run_1/layer_met1.png
Bar = 20 um. Cells faint in the background.
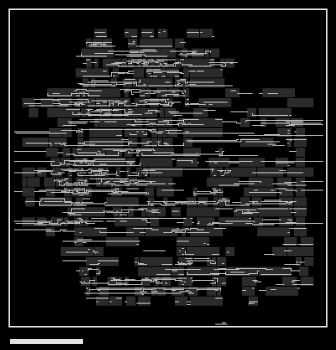
run_1/layer_met2.png
Cells faint in the background.
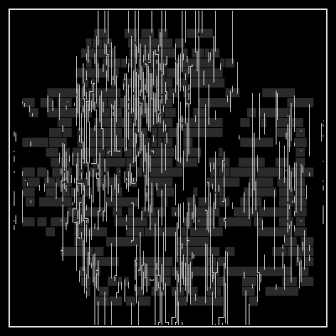
run_1/layer_met3.png
Bar = 20 um. Cells faint in the background.
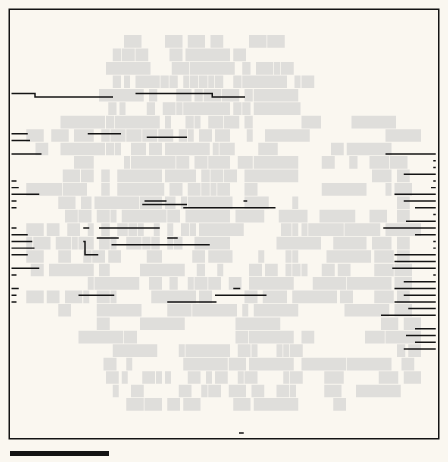
### src/rtl/ps_cu_issue_pkg.sv
// Shared definitions for the compute-instruction issue stage: instruction field
// layout, class codes, crossbar source encodings and status-register bit map.
package ps_cu_issue_pkg;

    localparam int INSTR_W = 32;
    localparam int ADDR_W  = 4;
    localparam int SRC_W   = 3;

    typedef enum logic [1:0] {
        CLS_NOP = 2'b00,
        CLS_ALU = 2'b01,
        CLS_MUL = 2'b10,
        CLS_SHF = 2'b11
    } instr_class_e;

    localparam int CLS_HI       = 31;
    localparam int CLS_LO       = 30;
    localparam int WADD_LO      = 26;
    localparam int RADDX_LO     = 22;
    localparam int RADDY_LO     = 18;
    localparam int ALU_LOG      = 17;
    localparam int ALU_HC_LO    = 15;
    localparam int ALU_SC_LO    = 12;
    localparam int ALU_SAT      = 11;
    localparam int ALU_CI       = 10;
    localparam int MUL_OTREG    = 17;
    localparam int MUL_DTSTS_LO = 13;
    localparam int MUL_CLS_LO   = 11;
    localparam int MUL_SC_LO    = 9;
    localparam int SHF_CLS_LO   = 16;

    localparam logic [SRC_W-1:0] SRC_ALU = 3'b001;
    localparam logic [SRC_W-1:0] SRC_SHF = 3'b010;
    localparam logic [SRC_W-1:0] SRC_MUL = 3'b100;

    localparam int AST_AZ    = 0;
    localparam int AST_AN    = 1;
    localparam int AST_AC    = 2;
    localparam int AST_AV    = 3;
    localparam int AST_MV    = 4;
    localparam int AST_MN    = 5;
    localparam int AST_SV    = 6;
    localparam int AST_SZ    = 7;
    localparam int AST_COMPD = 8;

    typedef struct packed {
        instr_class_e      cls;
        logic [ADDR_W-1:0] wadd;
        logic [ADDR_W-1:0] raddx;
        logic [ADDR_W-1:0] raddy;
        logic              alu_log;
        logic [1:0]        alu_hc;
        logic [2:0]        alu_sc;
        logic              alu_sat;
        logic              alu_ci;
        logic              mul_otreg;
        logic [3:0]        mul_dtsts;
        logic [1:0]        mul_cls;
        logic [1:0]        mul_sc;
        logic [1:0]        shf_cls;
    } ctrl_t;

    function automatic logic [SRC_W-1:0] src_of(input instr_class_e cls);
        case (cls)
            CLS_ALU: src_of = SRC_ALU;
            CLS_MUL: src_of = SRC_MUL;
            CLS_SHF: src_of = SRC_SHF;
            default: src_of = '0;
        endcase
    endfunction

endpackage

### src/rtl/ps_cu_issue_if.sv
// Fetch-to-issue instruction handshake; the fetch side is the master.
interface ps_cu_issue_if #(
    parameter int INSTR_WIDTH = 32
);

    logic [INSTR_WIDTH-1:0] fe_instr;
    logic                   fe_valid;
    logic                   iss_ready;

    modport master (output fe_instr, output fe_valid, input iss_ready);
    modport slave  (input fe_instr, input fe_valid, output iss_ready);

endinterface

### src/rtl/ps_cu_decode.sv
// Combinational decode of one compute instruction into the compute-unit control
// bundle. Fields that do not belong to the decoded class are driven to zero.
module ps_cu_decode
    import ps_cu_issue_pkg::*;
(
    input  logic [INSTR_W-1:0] instr,
    output ctrl_t              ctrl
);

    instr_class_e cls;
    logic         unused_bits;

    assign cls         = instr_class_e'(instr[CLS_HI:CLS_LO]);
    assign unused_bits = ^instr[MUL_SC_LO-1:0];

    always_comb begin
        ctrl     = '0;
        ctrl.cls = cls;
        // A NOP carries no register addresses so it can never alias a real write.
        if (cls != CLS_NOP) begin
            ctrl.wadd  = instr[WADD_LO  +: ADDR_W];
            ctrl.raddx = instr[RADDX_LO +: ADDR_W];
            ctrl.raddy = instr[RADDY_LO +: ADDR_W];
        end
        case (cls)
            CLS_ALU: begin
                ctrl.alu_log = instr[ALU_LOG];
                ctrl.alu_hc  = instr[ALU_HC_LO +: 2];
                ctrl.alu_sc  = instr[ALU_SC_LO +: 3];
                ctrl.alu_sat = instr[ALU_SAT];
                ctrl.alu_ci  = instr[ALU_CI];
            end
            CLS_MUL: begin
                ctrl.mul_otreg = instr[MUL_OTREG];
                ctrl.mul_dtsts = instr[MUL_DTSTS_LO +: 4];
                ctrl.mul_cls   = instr[MUL_CLS_LO +: 2];
                ctrl.mul_sc    = instr[MUL_SC_LO +: 2];
            end
            CLS_SHF: ctrl.shf_cls = instr[SHF_CLS_LO +: 2];
            default: ;
        endcase
    end

endmodule

### src/rtl/ps_cu_issue.sv
// Compute-instruction issue stage: E/W slot sequencing, read-after-write
// interlock against the E slot, and capture of CU flags into astat.
module ps_cu_issue
    import ps_cu_issue_pkg::*;
#(
    parameter int ADDRESS_WIDTH = 4,
    parameter int SIGNAL_WIDTH  = 3
) (
    input  logic                     clk_dcd,
    input  logic                     reset,
    input  logic                     stall,
    ps_cu_issue_if.slave             fe,
    output logic                     ps_alu_en,
    output logic                     ps_alu_log,
    output logic                     ps_alu_sat,
    output logic                     ps_alu_ci,
    output logic [1:0]               ps_alu_hc,
    output logic [2:0]               ps_alu_sc,
    output logic                     ps_mul_en,
    output logic                     ps_mul_otreg,
    output logic [3:0]               ps_mul_dtsts,
    output logic [1:0]               ps_mul_cls,
    output logic [1:0]               ps_mul_sc,
    output logic                     ps_shf_en,
    output logic [1:0]               ps_shf_cls,
    output logic [ADDRESS_WIDTH-1:0] ps_xb_raddx,
    output logic [ADDRESS_WIDTH-1:0] ps_xb_raddy,
    output logic [ADDRESS_WIDTH-1:0] ps_xb_wadd,
    output logic [SIGNAL_WIDTH-1:0]  ps_xb_w_cuEn,
    output logic                     ps_xb_w_bcEn,
    input  logic                     alu_ps_az,
    input  logic                     alu_ps_an,
    input  logic                     alu_ps_ac,
    input  logic                     alu_ps_av,
    input  logic                     alu_ps_compd,
    input  logic                     mul_ps_mv,
    input  logic                     mul_ps_mn,
    input  logic                     shf_ps_sv,
    input  logic                     shf_ps_sz,
    output logic [8:0]               astat
);

    ctrl_t             fe_ctrl;
    ctrl_t             e_ctrl;
    instr_class_e      w_cls;
    logic [ADDR_W-1:0] w_wadd;
    logic              ready_armed;
    logic              hazard;
    logic              accept;

    ps_cu_decode u_decode (
        .instr (fe.fe_instr),
        .ctrl  (fe_ctrl)
    );

    // Only the E slot can conflict: the W-slot write lands in the RF on the same
    // edge that the incoming instruction moves into E and reads.
    assign hazard = fe.fe_valid && (fe_ctrl.cls != CLS_NOP) && (e_ctrl.cls != CLS_NOP)
                    && ((fe_ctrl.raddx == e_ctrl.wadd) || (fe_ctrl.raddy == e_ctrl.wadd));

    assign fe.iss_ready = ready_armed & ~stall & ~hazard;
    assign accept       = fe.fe_valid & fe.iss_ready;

    // Slots advance together; a stall freezes both and a refused or absent
    // instruction enters E as a bubble.
    always_ff @(posedge clk_dcd or negedge reset) begin
        if (!reset) begin
            ready_armed <= 1'b0;
            e_ctrl      <= '0;
            w_cls       <= CLS_NOP;
            w_wadd      <= '0;
        end else begin
            ready_armed <= 1'b1;
            if (!stall) begin
                e_ctrl <= accept ? fe_ctrl : '0;
                w_cls  <= e_ctrl.cls;
                w_wadd <= e_ctrl.wadd;
            end
        end
    end

    // Flags are taken at the end of the W slot and only for the unit that ran.
    always_ff @(posedge clk_dcd or negedge reset) begin
        if (!reset) begin
            astat <= '0;
        end else if (!stall) begin
            case (w_cls)
                CLS_ALU: begin
                    astat[AST_AZ]    <= alu_ps_az;
                    astat[AST_AN]    <= alu_ps_an;
                    astat[AST_AC]    <= alu_ps_ac;
                    astat[AST_AV]    <= alu_ps_av;
                    astat[AST_COMPD] <= alu_ps_compd;
                end
                CLS_MUL: begin
                    astat[AST_MV] <= mul_ps_mv;
                    astat[AST_MN] <= mul_ps_mn;
                end
                CLS_SHF: begin
                    astat[AST_SV] <= shf_ps_sv;
                    astat[AST_SZ] <= shf_ps_sz;
                end
                default: ;
            endcase
        end
    end

    // Enables are masked by the live stall so the held slot contents re-drive
    // in the very first cycle after the stall drops.
    assign ps_alu_en    = ~stall & (e_ctrl.cls == CLS_ALU);
    assign ps_mul_en    = ~stall & (e_ctrl.cls == CLS_MUL);
    assign ps_shf_en    = ~stall & (e_ctrl.cls == CLS_SHF);
    assign ps_xb_w_cuEn = stall ? '0 : src_of(w_cls);
    assign ps_xb_w_bcEn = 1'b0;

    assign ps_alu_log   = e_ctrl.alu_log;
    assign ps_alu_hc    = e_ctrl.alu_hc;
    assign ps_alu_sc    = e_ctrl.alu_sc;
    assign ps_alu_sat   = e_ctrl.alu_sat;
    assign ps_alu_ci    = e_ctrl.alu_ci;
    assign ps_mul_otreg = e_ctrl.mul_otreg;
    assign ps_mul_dtsts = e_ctrl.mul_dtsts;
    assign ps_mul_cls   = e_ctrl.mul_cls;
    assign ps_mul_sc    = e_ctrl.mul_sc;
    assign ps_shf_cls   = e_ctrl.shf_cls;
    assign ps_xb_raddx  = e_ctrl.raddx;
    assign ps_xb_raddy  = e_ctrl.raddy;
    assign ps_xb_wadd   = w_wadd;

endmodule

### src/flat_wrapper.sv
// flat-port wrapper written by rule: the top's interface ports become plain ports
module ps_cu_issue_flat import ps_cu_issue_pkg::*;
#(
    parameter int ADDRESS_WIDTH = 4,
    parameter int SIGNAL_WIDTH  = 3
)
  (clk_dcd, reset, stall, ps_alu_en, ps_alu_log, ps_alu_sat, ps_alu_ci, ps_alu_hc, ps_alu_sc, ps_mul_en, ps_mul_otreg, ps_mul_dtsts, ps_mul_cls, ps_mul_sc, ps_shf_en, ps_shf_cls, ps_xb_raddx, ps_xb_raddy, ps_xb_wadd, ps_xb_w_cuEn, ps_xb_w_bcEn, alu_ps_az, alu_ps_an, alu_ps_ac, alu_ps_av, alu_ps_compd, mul_ps_mv, mul_ps_mn, shf_ps_sv, shf_ps_sz, astat, fe_fe_instr, fe_fe_valid, fe_iss_ready);
  ps_cu_issue_if #(.INSTR_WIDTH(32)) fe_i ();
  input  logic clk_dcd;
  input  logic reset;
  input  logic stall;
  output logic ps_alu_en;
  output logic ps_alu_log;
  output logic ps_alu_sat;
  output logic ps_alu_ci;
  output logic [1:0] ps_alu_hc;
  output logic [2:0] ps_alu_sc;
  output logic ps_mul_en;
  output logic ps_mul_otreg;
  output logic [3:0] ps_mul_dtsts;
  output logic [1:0] ps_mul_cls;
  output logic [1:0] ps_mul_sc;
  output logic ps_shf_en;
  output logic [1:0] ps_shf_cls;
  output logic [ADDRESS_WIDTH-1:0] ps_xb_raddx;
  output logic [ADDRESS_WIDTH-1:0] ps_xb_raddy;
  output logic [ADDRESS_WIDTH-1:0] ps_xb_wadd;
  output logic [SIGNAL_WIDTH-1:0] ps_xb_w_cuEn;
  output logic ps_xb_w_bcEn;
  input  logic alu_ps_az;
  input  logic alu_ps_an;
  input  logic alu_ps_ac;
  input  logic alu_ps_av;
  input  logic alu_ps_compd;
  input  logic mul_ps_mv;
  input  logic mul_ps_mn;
  input  logic shf_ps_sv;
  input  logic shf_ps_sz;
  output logic [8:0] astat;
  input wire logic [$bits(fe_i.fe_instr)-1:0] fe_fe_instr;
  input wire logic [$bits(fe_i.fe_valid)-1:0] fe_fe_valid;
  output wire logic [$bits(fe_i.iss_ready)-1:0] fe_iss_ready;
  assign fe_i.fe_instr = fe_fe_instr;
  assign fe_i.fe_valid = fe_fe_valid;
  assign fe_iss_ready = fe_i.iss_ready;
  ps_cu_issue #(.ADDRESS_WIDTH(ADDRESS_WIDTH), .SIGNAL_WIDTH(SIGNAL_WIDTH)) u_core (.clk_dcd(clk_dcd), .reset(reset), .stall(stall), .fe(fe_i), .ps_alu_en(ps_alu_en), .ps_alu_log(ps_alu_log), .ps_alu_sat(ps_alu_sat), .ps_alu_ci(ps_alu_ci), .ps_alu_hc(ps_alu_hc), .ps_alu_sc(ps_alu_sc), .ps_mul_en(ps_mul_en), .ps_mul_otreg(ps_mul_otreg), .ps_mul_dtsts(ps_mul_dtsts), .ps_mul_cls(ps_mul_cls), .ps_mul_sc(ps_mul_sc), .ps_shf_en(ps_shf_en), .ps_shf_cls(ps_shf_cls), .ps_xb_raddx(ps_xb_raddx), .ps_xb_raddy(ps_xb_raddy), .ps_xb_wadd(ps_xb_wadd), .ps_xb_w_cuEn(ps_xb_w_cuEn), .ps_xb_w_bcEn(ps_xb_w_bcEn), .alu_ps_az(alu_ps_az), .alu_ps_an(alu_ps_an), .alu_ps_ac(alu_ps_ac), .alu_ps_av(alu_ps_av), .alu_ps_compd(alu_ps_compd), .mul_ps_mv(mul_ps_mv), .mul_ps_mn(mul_ps_mn), .shf_ps_sv(shf_ps_sv), .shf_ps_sz(shf_ps_sz), .astat(astat));
endmodule
### config.mk
export PLATFORM = sky130hd
export DESIGN_NAME = ps_cu_issue_flat
export DESIGN_NICKNAME = d
export VERILOG_FILES = /design/src/rtl/ps_cu_issue_pkg.sv /design/src/rtl/ps_cu_issue_if.sv /design/src/rtl/ps_cu_decode.sv /design/src/rtl/ps_cu_issue.sv /design/src/flat_wrapper.sv
export SDC_FILE = /design/constraint.sdc
export NUM_CORES = 1
export LEC_CHECK = 0
export CORE_MARGIN = 3
export CORE_UTILIZATION = 37
export CTS_CLUSTER_DIAMETER = 80
export DETAILED_ROUTE_END_ITERATION = 10
export MAX_ROUTING_LAYER = met4
export PLACE_DENSITY = 0.81
export SKIP_CTS_REPAIR_TIMING = 1
export SLEW_MARGIN = 20
export SYNTH_ARGS = -nofsm -noshare
export SYNTH_HDL_FRONTEND = slang
export SYNTH_SLANG_ARGS = --single-unit
### constraint.sdc
create_clock -name clk_dcd -period 2.01 [get_ports clk_dcd]
set_input_delay 0.201 -clock clk_dcd [delete_from_list [all_inputs] [get_ports clk_dcd]]
set_output_delay 0.201 -clock clk_dcd [all_outputs]
set_load 0.1 [all_outputs]
==> flow_metrics.py, run 1 <==
# Physical implementation metrics
metrics = {
    "outcome": {
        "outcome": "finished, violations left",
        "violations_in_the_final_reports": "negative setup slack",
    },
    "layout": {
        "buffers": 102,
        "biggestCellCategory": "registers",
        "clk_share_pct": 3.10,
        "flop_area_um2": 1230,
        "layout_top_cells_excl_fill_tap": "58 x sky130_fd_sc_hd__buf_4, 46 x sky130_fd_sc_hd__nand2_1, 46 x sky130_fd_sc_hd__dfrtp_1",
        "layout.area.comb_um2": 965,
        "nonClockInverterCount": 3,
        "area.share.combinational_pct": 28.8,
        "finalNonFillerCells": 383,
        "multiInputCombCellCount": 147,
        "clockBufferCount": 5,
        "flip_flop_and_latch_share_of_the_layout_cell_area_pct": 36.7,
        "finish.net_count": 353,
        "seq_cells": 49,
        "areaGrowthSynthToFinish_pct": 39.4,
        "signal_buffer_area_fraction_pct": 28.2,
        "drive_gt1_share_pct": 33.1,
        "lay_top_count": "sky130_fd_sc_hd__buf_4",
        "final_cell_area_um2": 3350,
        "final.fill_count": 565,
        "num_antenna_cells": 0,
    },
    "pwr": {
        "share_of_total_power_consumed_by_net_switching_pct": 41.2,
        "intPower_uw": 1740,
        "max-vdd-ir-drop_mv": 0.613,
        "pwr_density_cell_nw_per_um2": 884,
        "power_switching_uw": 1220,
        "p_total_uw": 2960,
        "leakage_uw": 0.00153,
        "dominant_power_group": "combinational cells",
        "pwr-share-comb_pct": 38.9,
        "comb_cell_power_uw": 1150,
        "power_frac_seq_pct": 38.4,
        "seq-power_uw": 1140,
        "pwr.group.clock_uw": 674,
        "clock_group_share_of_total_power_pct": 22.8,
    },
    "sta": {
        "fin_setup_tns_ps": -122,
        "setup_viol": 1,
        "timing.max_slew.rel_slack_pct": 52.4,
        "worst-slew-pin-transition_ps": 714,
        "report.final.slew_viol_count": 0,
        "fmax_ghz": 0.469,
        "finalHoldViolCount": 0,
        "worst_clock_skew_ps": 7.63,
        "final.period_utilization_pct": 106,
        "post-route-worst-setup-slack_ps": -122,
        "unrepaired_setup_endpoints_after_global_routing": "true",
        "fin_crit_ps": 2130,
    },
    "worst_setup_path": {
        "critical_path_cell_count": 7,
        "r2r.worst_path.cells": 8,
        "worstPathCellList": "xnor2_1 -> a31o_1 -> a22oi_2 -> o21ai_2 -> o211a_4 -> nor2b_4 -> buf_12",
        "cp_top_family": "AND-OR/OR-AND gates",
        "slowest_delay_ps": 470,
        "critical_path_arrival_ps": 1930,
        "crit_path_max_fanout": 7,
        "crit_path_top_delay_cell": "sky130_fd_sc_hd__dfrtp_2",
        "reg2reg_slack_ps": 50,
        "cp_num_buf_inv": 1,
        "crit-reg2reg-launch": "u_core.e_ctrl[28]",
        "setup.worst_path.start_class": "flop",
        "worstPathRequired_ps": 1810,
        "regToRegEndpoint": "u_core.ps_alu_sat",
        "worstSetupEndpoint": "fe_iss_ready",
        "critPathLaunch": "u_core.e_ctrl[28]",
        "cp-end-kind": "output port",
        "worstSetupPathType": "flop to output port",
    },
    "detailed_routing": {
        "first_pass_iters": 4,
        "antenna_left": 0,
        "drt-vias-per-instance": 5.11,
        "remaining_drc_errors": 0,
        "routed-wl-met3_um": 351,
        "detail_route.wl_per_cell_um": 15.3,
        "met1Wirelength_um": 2580,
        "maxUsedRoutingLayer": "met4",
        "route.met2.wl_um": 2860,
        "finalWirelength_um": 5870,
        "detailroute.via_count": 1959,
        "drt_iter0_drc": 79,
    },
    "clocking": {
        "clock.latency.late_pin_ps": 300,
        "clockBufferDepth": 2,
        "cts.root.buffer_cell": "sky130_fd_sc_hd__clkbuf_8",
        "cts-buffers-inserted": 5,
        "worst_path_clk_slew_ps": 90,
        "cts_htree_levels": 2,
        "cts_tree": "done",
        "clock_sink_total": 49,
    },
    "yosys": {
        "synth.lib_cells_used.distinct": 33,
        "ys_dominant_reg_cell": "sky130_fd_sc_hd__dfrtp_1",
        "floorplan.nets": 284,
        "ys_async_sr_fraction_pct": 100,
        "postSynthAreaPerCell_um2": 10.1,
        "ys_seq_share_pct": 51.0,
        "enable_flop_cells": 0,
        "yosys-stat-area_um2": 2400,
        "post_synth_inst_count": 239,
        "synth_stat.cells": 239,
        "ys_warn_count": 0,
        "numSynthFlops": 49,
        "syn-cell-area_um2": 2400,
    },
    "placed_design": {
        "post_placement_worst_setup_slack_ps": -76.0,
        "placement.cell_area_um2": 3160,
        "post-place-cells": 371,
        "place.detailed.hpwl_um": 4170,
        "finalWeightedCongestion": 0.803,
        "place.port_buffers": 82,
    },
    "floorplanning": {
        "core_region_area_um2": 6100,
        "io_pins": 93,
        "rows": 28,
        "die_w_um": 86.6,
        "chip_area_um2": 7500,
        "n_tap_cell": 75,
        "floorplan.die.height_um": 86.6,
        "initial_utilization_pct": 39.4,
    },
    "global_route": {
        "grt_max_degree": 33,
        "globalRouteMet2Util_pct": 24.9,
        "highest_utilization_routing_layer_at_the_global_route_stage": "met2",
        "grt_util_met1_pct": 20.6,
        "grt_pass1_wl_um": 9050,
        "grt.overflow.total": 0,
        "antenna_found_initial": 0,
        "first_global_vias": 1909,
        "use_met3_pct": 3.33,
        "grt_usage_pct": 16.0,
    },
    "flow_run": {
        "log_warnings": 37,
        "max-cap-violations": 0,
    },
    "worst_hold_path": {
        "worst_hold_path_type": "input pin to flop",
    },
}
About layer_met1.png:
wire length on this layer	2580 um
nets with wire on the layer	294
share of all routed wire	44%
main direction	horizontal

About layer_met2.png:
main direction	vertical
wire length on this layer	2860 um
longest straight run	34.7 um

About layer_met3.png:
nets with wire on the layer	61
wire length on this layer	351 um
share of all routed wire	6.0%
longest straight run	19.5 um

## run 1: cell families after synthesis
kind of cell | after synthesis | share of synthesized area, %
and+or+nand+nor | 82 | 16.3
DFF | 49 | 51.0
muxes | 13 | 6.09
AOI/OAI and AO/OA | 44 | 12.1
other | 2 | 0.312
xor gates and xnor gates | 6 | 2.19
buffers and inverters | 43 | 11.9
## run 1: state kept, by name, summed over array words and instances, names as in the netlist
register and flops:
u_core.astat 9, u_core.e_ctrl 6, u_core.ps_mul_dtsts 4, u_core.ps_xb_raddx 4
u_core.ps_xb_raddy 4, u_core.ps_xb_wadd 4, u_core.ps_alu_sc 3, u_core.ps_alu_hc 2
u_core.ps_mul_cls 2, u_core.ps_mul_sc 2, u_core.ps_shf_cls 2, u_core.w_cls 2
u_core.ps_alu_ci 1, u_core.ps_alu_log 1, u_core.ps_alu_sat 1, u_core.ps_mul_otreg 1
u_core.ready_armed 1
## run 1: cells in the mapped netlist, types with 2 or more instances
| library cell | number | area share, % |
|---|---|---|
| sky130_fd_sc_hd__dfrtp_1 | 49 | 51 |
| sky130_fd_sc_hd__buf_4 | 27 | 8.4 |
| sky130_fd_sc_hd__inv_1 | 3 | 0.47 |
| sky130_fd_sc_hd__buf_6 | 3 | 1.4 |
| sky130_fd_sc_hd__a31o_1 | 2 | 0.73 |
| sky130_fd_sc_hd__xnor2_1 | 2 | 0.73 |
| sky130_fd_sc_hd__nand3_1 | 14 | 2.9 |
| sky130_fd_sc_hd__xor2_1 | 4 | 1.5 |
| sky130_fd_sc_hd__o21ai_1 | 2 | 0.42 |
| sky130_fd_sc_hd__conb_1 | 2 | 0.31 |
| sky130_fd_sc_hd__nand4_1 | 2 | 0.52 |
| sky130_fd_sc_hd__nand3b_1 | 3 | 0.94 |
| sky130_fd_sc_hd__and2_1 | 2 | 0.52 |
| sky130_fd_sc_hd__clkbuf_1 | 8 | 1.2 |
| sky130_fd_sc_hd__o31ai_1 | 14 | 4.4 |
| sky130_fd_sc_hd__nor2b_1 | 2 | 0.52 |
| sky130_fd_sc_hd__mux2_2 | 13 | 6.1 |
| sky130_fd_sc_hd__o32ai_1 | 2 | 0.73 |
| sky130_fd_sc_hd__o21ai_0 | 20 | 4.2 |
| sky130_fd_sc_hd__nand2_1 | 46 | 7.2 |
| sky130_fd_sc_hd__a22oi_1 | 2 | 0.62 |
| sky130_fd_sc_hd__nand4b_1 | 2 | 0.73 |
| sky130_fd_sc_hd__nor2_1 | 4 | 0.62 |
| sky130_fd_sc_hd__nor4bb_1 | 2 | 0.83 |
## run 1: how the worst min path moves through the flow
stage / startpoint / end / slack (ps) / cells past startpoint
global route: stall / u_core.ps_mul_dtsts[3] / 380 / 3
finish: stall / u_core.ps_xb_raddy[3] / 350 / 3
global placement: reset / u_core.astat[0] / 290 / 1
CTS: reset / u_core.astat[8] / -40 / 1
floorplan: reset / u_core.astat[0] / -90 / 0
detailed placement: reset / u_core.astat[8] / 300 / 1
## run 1: metrics by stage
stage	utilization, %	hold WS [ps]
6_report	54.9	353
3_3_place_gp	51.9	285
2_1_floorplan	-	-94.6
4_1_cts	53.6	-36.6
5_1_grt	54.9	379
3_5_place_dp	51.9	298
==> run 2: changes to the inputs <==
--- a/config.mk
+++ b/config.mk
@@ -12,7 +12,6 @@
 export MAX_ROUTING_LAYER = met4
 export PLACE_DENSITY = 0.81
 export SKIP_CTS_REPAIR_TIMING = 1
-export SLEW_MARGIN = 20
 export SYNTH_ARGS = -nofsm -noshare
 export SYNTH_HDL_FRONTEND = slang
 export SYNTH_SLANG_ARGS = --single-unit
==> flow_metrics.py, run 2 <==
# Physical implementation metrics
metrics = {
    "sta": {
        "report.final.slew_viol_count": 0,
        "finalHoldViolCount": 0,
        "worst-slew-pin-transition_ps": 714,
        "timing.max_slew.rel_slack_pct": 52.4,
        "fmax_ghz": 0.469,
        "worst_clock_skew_ps": 7.63,
        "fin_crit_ps": 2130,
        "unrepaired_setup_endpoints_after_global_routing": "true",
        "post-route-worst-setup-slack_ps": -122,
        "setup_viol": 1,
        "final.period_utilization_pct": 106,
    },
    "yosys": {
        "ys_seq_share_pct": 51.0,
        "syn-cell-area_um2": 2400,
        "top_cell": "sky130_fd_sc_hd__dfrtp_1",
        "ys_dominant_reg_cell": "sky130_fd_sc_hd__dfrtp_1",
        "top_area_cell": "sky130_fd_sc_hd__dfrtp_1",
        "yosys.area.top_type_share_pct": 51.0,
        "floorplan.nets": 284,
        "yosys-stat-area_um2": 2400,
        "ys_warn_count": 0,
        "synth.lib_cells_used.distinct": 33,
        "top_cells_by_count": "49 x sky130_fd_sc_hd__dfrtp_1, 46 x sky130_fd_sc_hd__nand2_1, 27 x sky130_fd_sc_hd__buf_4",
        "enable_flop_cells": 0,
        "post_synth_inst_count": 239,
        "postSynthAreaPerCell_um2": 10.1,
        "synth_stat.cells": 239,
        "ys_async_sr_fraction_pct": 100,
        "numSynthFlops": 49,
    },
    "clocking": {
        "clock.latency.late_pin_ps": 300,
        "clock_sink_total": 49,
        "cts_tree": "done",
        "cts.root.buffer_cell": "sky130_fd_sc_hd__clkbuf_8",
        "clockBufferDepth": 2,
        "worst_path_clk_slew_ps": 90,
        "cts-buffers-inserted": 5,
    },
    "layout": {
        "areaGrowthSynthToFinish_pct": 39.4,
        "largest_reg_flops": 9,
        "layout_top_cells_excl_fill_tap": "58 x sky130_fd_sc_hd__buf_4, 46 x sky130_fd_sc_hd__nand2_1, 46 x sky130_fd_sc_hd__dfrtp_1",
        "layout_top_registers": "u_core.astat: 9 flops, u_core.e_ctrl: 6 flops",
        "finish.net_count": 353,
        "drive_gt1_share_pct": 33.1,
        "final.fill_count": 565,
        "num_antenna_cells": 0,
        "lay_top_count": "sky130_fd_sc_hd__buf_4",
        "finalNonFillerCells": 383,
    },
    "worst_setup_path": {
        "setup.worst_path.start_class": "flop",
        "worstSetupPathType": "flop to output port",
        "worstPathRequired_ps": 1810,
        "critical_path_arrival_ps": 1930,
        "crit_path_max_fanout": 7,
    },
    "detailed_routing": {
        "drt_iter0_drc": 79,
        "detail_route.wl_per_cell_um": 15.3,
        "finalWirelength_um": 5870,
        "drt-vias-per-instance": 5.11,
        "remaining_drc_errors": 0,
        "antenna_left": 0,
        "detailroute.via_count": 1959,
        "first_pass_iters": 4,
    },
    "floorplanning": {
        "die_w_um": 86.6,
        "io_pins": 93,
        "initial_utilization_pct": 39.4,
        "chip_area_um2": 7500,
        "floorplan.die.height_um": 86.6,
    },
    "placed_design": {
        "place.port_buffers": 82,
        "place.detailed.hpwl_um": 4170,
        "finalWeightedCongestion": 0.803,
        "post_placement_worst_setup_slack_ps": -76.0,
        "post-place-cells": 371,
    },
    "global_route": {
        "grt_pass1_wl_um": 9050,
        "grt_max_degree": 33,
        "grt_usage_pct": 16.0,
        "first_global_vias": 1909,
        "antenna_found_initial": 0,
        "grt.overflow.total": 0,
    },
    "pwr": {
        "intPower_uw": 1740,
        "leakage_uw": 0.00153,
        "power_frac_seq_pct": 38.4,
        "pwr_density_cell_nw_per_um2": 884,
        "max-vdd-ir-drop_mv": 0.613,
        "clock_group_share_of_total_power_pct": 22.8,
        "power_switching_uw": 1220,
        "share_of_total_power_consumed_by_net_switching_pct": 41.2,
    },
    "outcome": {
        "violations_in_the_final_reports": "negative setup slack",
        "outcome": "finished, violations left",
    },
    "flow_run": {
        "max-cap-violations": 0,
        "log_warnings": 37,
    },
    "worst_hold_path": {
        "worst_hold_path_type": "input pin to flop",
    },
}
run 2: cell counts in the layout (fill, tap and decap cells not counted):
No cell type changed its count.
run 2: final timing paths:
check	startpoint	to	slack [ps]	cells after the start
max	u_core.e_ctrl[28]	fe_iss_ready	-120	7
min	stall	u_core.ps_xb_raddy[3]	350	3
max reg2reg	u_core.e_ctrl[28]	u_core.ps_alu_sat	50	8
min reg2reg	u_core.ps_mul_dtsts[3]	u_core.ps_mul_dtsts[3]	490	2
max in group asynchronous	reset	u_core.e_ctrl[30]	880	3
min in group asynchronous	reset	u_core.astat[0]	490	2
run 2: logic make-up (layout without fill, tap and decap cells):
kind of cell | Yosys count | count (layout) | share of synthesized area (%)
multiplexers | 13 | 13 | 6.09
AND-OR/OR-AND | 44 | 44 | 12.1
flip-flops | 49 | 49 | 51.0
other | 2 | 2 | 0.312
XOR/XNOR | 6 | 6 | 2.19
buffers and inverters | 43 | 112 | 11.9
AND/OR/NAND/NOR | 82 | 82 | 16.3
run 2: critical path, cell delays in order (launching register included):
cell                      delay (ps)
sky130_fd_sc_hd__dfrtp_2         470
sky130_fd_sc_hd__xnor2_1         140
sky130_fd_sc_hd__a31o_1          230
sky130_fd_sc_hd__a22oi_2         200
sky130_fd_sc_hd__o21ai_2         100
sky130_fd_sc_hd__o211a_4         170
sky130_fd_sc_hd__nor2b_4         130
sky130_fd_sc_hd__buf_12          180
run 2: metal layers:
layer  track usage (%)  wire length [um]
met1              20.6              2580
met2              24.9              2860
met3              3.33               351
met4              5.81                80
met5                 -                 0
run 2: per-stage QoR:
stage / total power (uW) / hold WS (ps) / util, % / cell area (um^2) / TNS, ps
final: 2960 / 353 / 54.9 / 3350 / -122
after global routing: 3080 / 379 / 54.9 / 3350 / -558
after CTS: 2970 / -36.6 / 53.6 / 3270 / -175
after detailed placement: 2290 / 298 / 51.9 / 3160 / -1380
after global placement: 2270 / 285 / 51.9 / 3160 / -1230
after floorplan: 2000 / -94.6 / - / 2440 / -185
run 2: layout make-up:
cell class / instances / area (um^2) / share of cell area (%)
clock inverter: 2 / 35.0 / 1.05
inverter: 3 / 11.3 / 0.336
clock buffer: 5 / 68.8 / 2.05
sequential: 49 / 1230 / 36.7
multi-input combinational: 147 / 965 / 28.8
timing repair buffer: 102 / 946 / 28.2
tap: 75 / 93.8 / 2.80
run 2: power groups by stage:
stage               sequential (uW)  combinational (uW)  clock, uW
floorplan                      1650                 348          0
global placement               1150                1130          0
detailed placement             1160                1140          0
CTS                            1140                1140        690
global route                   1150                1190        734
finish                         1140                1150        674
run_2/placement.png
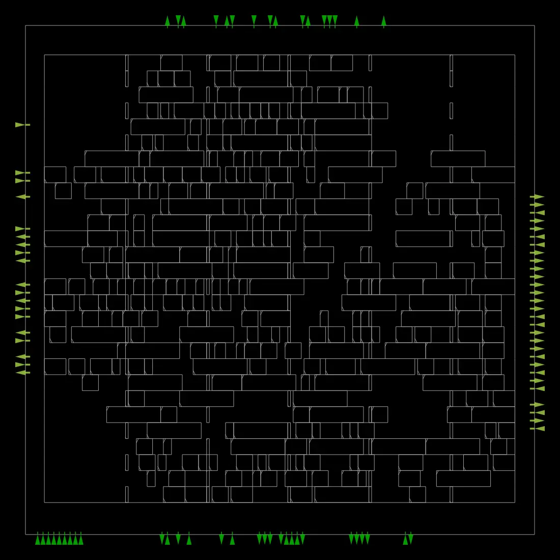
# rows: 28
fin util: 54.9%
placeable core area: 6100 um^2

run_2/layer_met2.png
Cells faint in the background.
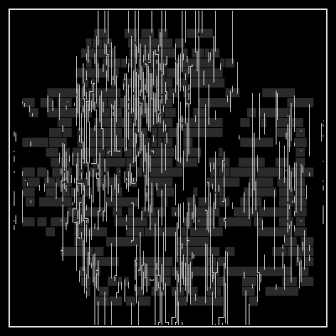
share of all routed wire	49%
longest straight run	34.7 um
main direction	vertical
wire length on this layer	2860 um
nets with wire on the layer	294

Power and IR drop assume default switching activity.
